### src/rtl/mem_arb_pkg.sv
// mem_arbiter shared types and default sizing.
// Optional feature macro: MEM_ARB_ROUND_ROBIN_EN.
package mem_arb_pkg;

  localparam int DEF_ADDR_WIDTH = 8;
  localparam int DEF_WIDTH      = 16;
  localparam int DEF_TIMEOUT    = 15;

  typedef enum logic [1:0] {
    IDLE,
    ISSUE,
    DONE
  } state_t;

endpackage

### src/rtl/mem_arb_grant.sv
// Two-way grant select: contention goes to the
// requester that was not granted last.
module mem_arb_grant (
  input  logic v0,
  input  logic v1,
  input  logic last,
  output logic gnt
);

  assign gnt = (v0 && v1) ? ~last : v1;

endmodule

### src/rtl/mem_arbiter.sv
// Two-requester single-port memory arbiter with timeout.
// MEM_ARB_ROUND_ROBIN_EN enables round-robin contention.
module mem_arbiter
  import mem_arb_pkg::*;
#(
  parameter int ADDR_WIDTH = DEF_ADDR_WIDTH,
  parameter int WIDTH      = DEF_WIDTH,
  parameter int TIMEOUT    = DEF_TIMEOUT
) (
  input  logic                  clk,
  input  logic                  rst,
  input  logic                  r0_valid,
  input  logic                  r0_wr_rd,
  input  logic [ADDR_WIDTH-1:0] r0_addr,
  input  logic [WIDTH-1:0]      r0_wdata,
  output logic                  r0_ready,
  output logic [WIDTH-1:0]      r0_rdata,
  output logic                  r0_err,
  input  logic                  r1_valid,
  input  logic                  r1_wr_rd,
  input  logic [ADDR_WIDTH-1:0] r1_addr,
  input  logic [WIDTH-1:0]      r1_wdata,
  output logic                  r1_ready,
  output logic [WIDTH-1:0]      r1_rdata,
  output logic                  r1_err,
  output logic                  mem_valid,
  output logic                  mem_wr_rd,
  output logic [ADDR_WIDTH-1:0] mem_addr,
  output logic [WIDTH-1:0]      mem_wdata,
  input  logic                  mem_ready,
  input  logic [WIDTH-1:0]      mem_rdata
);

  localparam int CW = $clog2(TIMEOUT + 1);
  localparam logic [CW-1:0] TMO = CW'(TIMEOUT);

  state_t        state;
  logic          gnt;
  logic          gsel;
  logic          last;
  logic [CW-1:0] cnt;
  logic [CW-1:0] cnt_nx;
  logic          fin;
  logic [WIDTH-1:0] fin_data;

  assign cnt_nx = cnt + CW'(1);
  assign fin    = mem_ready || (cnt_nx == TMO);

  always_comb begin
    fin_data = '0;
    if (mem_ready)
      fin_data = mem_rdata;
  end

  mem_arb_grant u_grant (
    .v0   (r0_valid),
    .v1   (r1_valid),
    .last (last),
    .gnt  (gsel)
  );

`ifdef MEM_ARB_ROUND_ROBIN_EN
  always_ff @(posedge clk) begin
    if (rst)
      last <= 1'b1;
    else if (state == IDLE &&
             (r0_valid || r1_valid))
      last <= gsel;
  end
`else
  // Constant pointer makes requester 0 win.
  assign last = 1'b1;
`endif

  always_ff @(posedge clk) begin
    if (rst) begin
      state     <= IDLE;
      gnt       <= 1'b0;
      cnt       <= '0;
      mem_valid <= 1'b0;
      mem_wr_rd <= 1'b0;
      mem_addr  <= '0;
      mem_wdata <= '0;
      r0_ready  <= 1'b0;
      r0_rdata  <= '0;
      r0_err    <= 1'b0;
      r1_ready  <= 1'b0;
      r1_rdata  <= '0;
      r1_err    <= 1'b0;
    end else begin
      unique case (state)
        IDLE: begin
          if (r0_valid || r1_valid) begin
            gnt       <= gsel;
            cnt       <= '0;
            mem_valid <= 1'b1;
            mem_wr_rd <= gsel ? r1_wr_rd
                              : r0_wr_rd;
            mem_addr  <= gsel ? r1_addr
                              : r0_addr;
            mem_wdata <= gsel ? r1_wdata
                              : r0_wdata;
            state     <= ISSUE;
          end
        end
        ISSUE: begin
          if (!mem_ready && cnt != TMO)
            cnt <= cnt_nx;
          if (fin) begin
            mem_valid <= 1'b0;
            state     <= DONE;
            // Writes leave rdata untouched.
            if (gnt) begin
              r1_ready <= 1'b1;
              r1_err   <= ~mem_ready;
              if (!mem_wr_rd || !mem_ready)
                r1_rdata <= fin_data;
            end else begin
              r0_ready <= 1'b1;
              r0_err   <= ~mem_ready;
              if (!mem_wr_rd || !mem_ready)
                r0_rdata <= fin_data;
            end
          end
        end
        DONE: begin
          r0_ready <= 1'b0;
          r0_err   <= 1'b0;
          r1_ready <= 1'b0;
          r1_err   <= 1'b0;
          state    <= IDLE;
        end
        default: state <= IDLE;
      endcase
    end
  end

endmodule

### config.mk
export PLATFORM = sky130hd
export DESIGN_NAME = mem_arbiter
export DESIGN_NICKNAME = d
export VERILOG_FILES = /design/src/rtl/mem_arb_pkg.sv /design/src/rtl/mem_arb_grant.sv /design/src/rtl/mem_arbiter.sv
export SDC_FILE = /design/constraint.sdc
export NUM_CORES = 1
export LEC_CHECK = 0
export CAP_MARGIN = 25
export CORE_MARGIN = 1.5
export CORE_UTILIZATION = 43
export CTS_CLUSTER_SIZE = 24
export DETAILED_ROUTE_END_ITERATION = 6
export HOLD_SLACK_MARGIN = 0.06
export PLACE_DENSITY = 0.81
export SETUP_SLACK_MARGIN = 0.05
export SYNTH_ARGS = -nofsm -noshare
export SYNTH_HDL_FRONTEND = slang
export SYNTH_SLANG_ARGS = --single-unit
### constraint.sdc
create_clock -name clk -period 2.3 [get_ports clk]
set_clock_uncertainty 0.1 [all_clocks]
set_input_delay 0.46 -clock clk [delete_from_list [all_inputs] [get_ports clk]]
set_output_delay 0.46 -clock clk [all_outputs]
set_load 0.03 [all_outputs]
Fig. 1: gate families picked out
Scale bar: 20 microns.
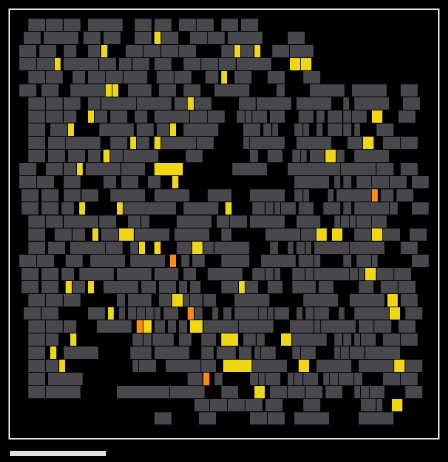
| color | family | cells | most used |
|---|---|---|---|
| orange | inv cells | 5 | inv_1 |
| yellow | nor cells | 54 | nor2_1 |

Fig. 2: cells colored by class
Scale bar: 20 microns. Fill, decap, tap and diode cells in gray.
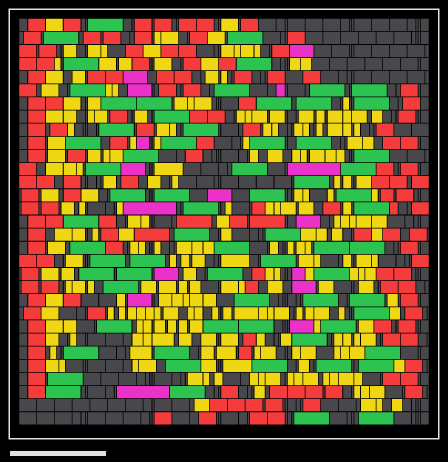
| color | class | cells | share of their area |
|---|---|---|---|
| green | registers | 69 | 29% |
| yellow | remaining logic cells | 253 | 35% |
| magenta | clock drivers and dummy loads | 16 | 5.3% |
| red | remaining buffers and delay cells | 141 | 30% |

Fig. 3: routed metal, one color a layer
Scale bar: 20 microns.
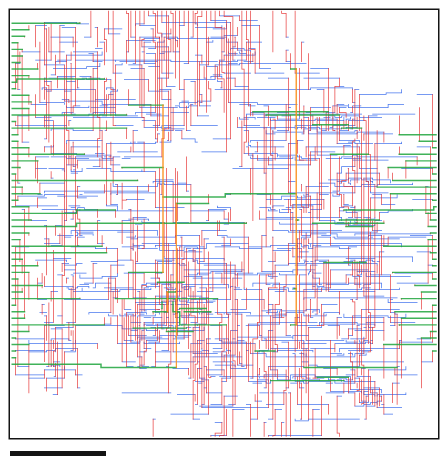
| color | layer | wire length |
|---|---|---|
| blue | M1 | 3620 microns |
| green | M3 | 845 microns |
| red | M2 | 4080 microns |
| orange | M4 | 126 microns |

==> results.txt <==
run metrics: vias in the first global route 2806, syn_nets 426, # clk buffers 10, Mapped Area 0.00316 sq mm, NumNets Final 547, tally of filler cells in the layout 561, Reg-to-Reg Start cnt[1], GR Overflow Total 0, switching part of the total 28.3%, worst hold path depth 2, vias per inst 5.42, Sequential Power 0.00135 W, Chip Height 88.8 microns, via count 3134, GRT Total Usage 21.4%, worst min-delay path class reg -> reg, period utilisation layout 92.8%, hold_sp r0_rdata[2], inverters 5, # port buffers 132, status finished clean, combinational share of cell area 33.8%, final wirelength 8670 microns, crit path time final 2.13 ns, RSZ-0062 raised after global routing false, Routed WL per cell 15.0 microns, worst slack, placed 0.0896 ns, H-tree level count 3, Slew Limit Fails 0, non-clk buf share 29.5%, cts repair resizes 0, pin slew with the least headroom to its limit 0.567 ns, initial antenna violation count 0, Lkg Pwr 1.68 nW, maximum vdd drop 0.380 mV, CTS Buffer Depth 2
Fig. 4: cell outlines without signal wires
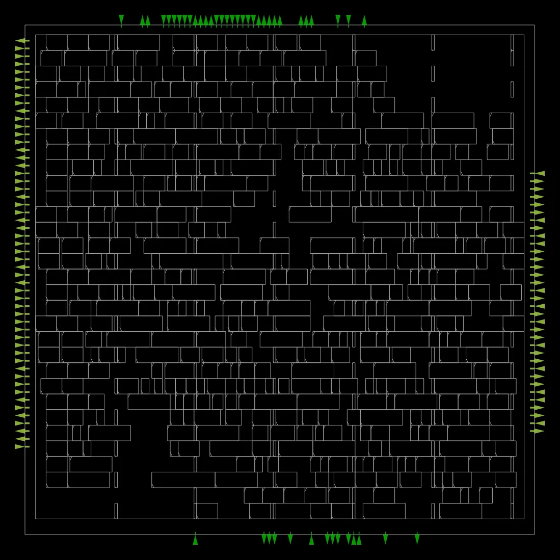
core area: 0.00718 sq mm
flop count: 69
number of core rows: 31
Post-Layout Cell Count: 578

Fig. 5: the metal 4 layer
Scale bar: 20 microns.
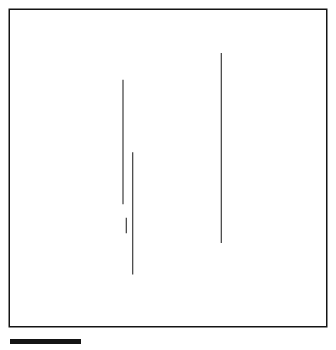
nets with wire on the layer: 3
wire length on this layer: 126 microns
main direction: vertical
share of all routed wire: 1.5%

layout by cell type (no fill, tap or decap), drive strengths merged, types with 3 or more instances in the layout:
master	instances
a21oi	6
nor2b	19
nand2	37
inv	5
o21ai	35
buf	10
clkdlybuf4s50	131
nand3	7
bufinv	3
nor2	30
nor3	4
a32oi	32
clkbuf	10
mux2i	25
a211oi	27
dfxtp	69
synth_stat cells, drive strengths merged:
library cell,number,area (sq um)
o31ai,1,7.51
nand2b,2,20.0
nand3b,1,7.51
o32ai,1,8.76
and4b,1,10.0
nor3,4,41.3
and3,2,12.5
inv,5,18.8
nor2,30,113
a32o,1,10.0
clkbuf,21,78.8
o21a,2,15.0
mux2i,25,250
o41ai,2,17.5
a32oi,32,280
nand2,37,139
ha,2,25.0
nand3,7,35.0
dfxtp,69,1380
o21ai,35,175
o211ai,2,15.0
nor2b,19,119
a211oi,27,203
a21oi,6,30.0
a31oi,2,12.5
and2b,1,7.51
buf,10,73.8
o2111ai,2,17.5
o32a,1,10.0
or3b,2,20.0
nor3b,1,7.51
cell families (layout without fill, tap and decap cells):
family          count (synthesis)  count (layout)  synth area share, %
mux                            25              25                 7.91
buf+inv                        36             162                 5.42
fa+ha+maj                       2               2                0.791
flops                          69              69                 43.7
compound gates                114             114                 25.4
simple gates                  107             107                 16.8
per-stage QoR:
step           hold WS (ns)  cells
2_1_floorplan         0.383    353
3_3_place_gp          0.352    562
3_5_place_dp          0.360    562
4_1_cts               0.371    578
5_1_grt               0.395    578
6_report              0.373    578
layer usage:
layer  GRT usage, %  vias to the layer above  part of all wire [%]
met5              0                        -                     0
met4           8.95                        0                   1.4
met3           6.25                       13                   9.7
met2           33.4                      147                    47
met1           27.6                     1423                    42
li1               -                     1551                     -
Power figures rest on the tool's default switching activity, not on a simulated workload.
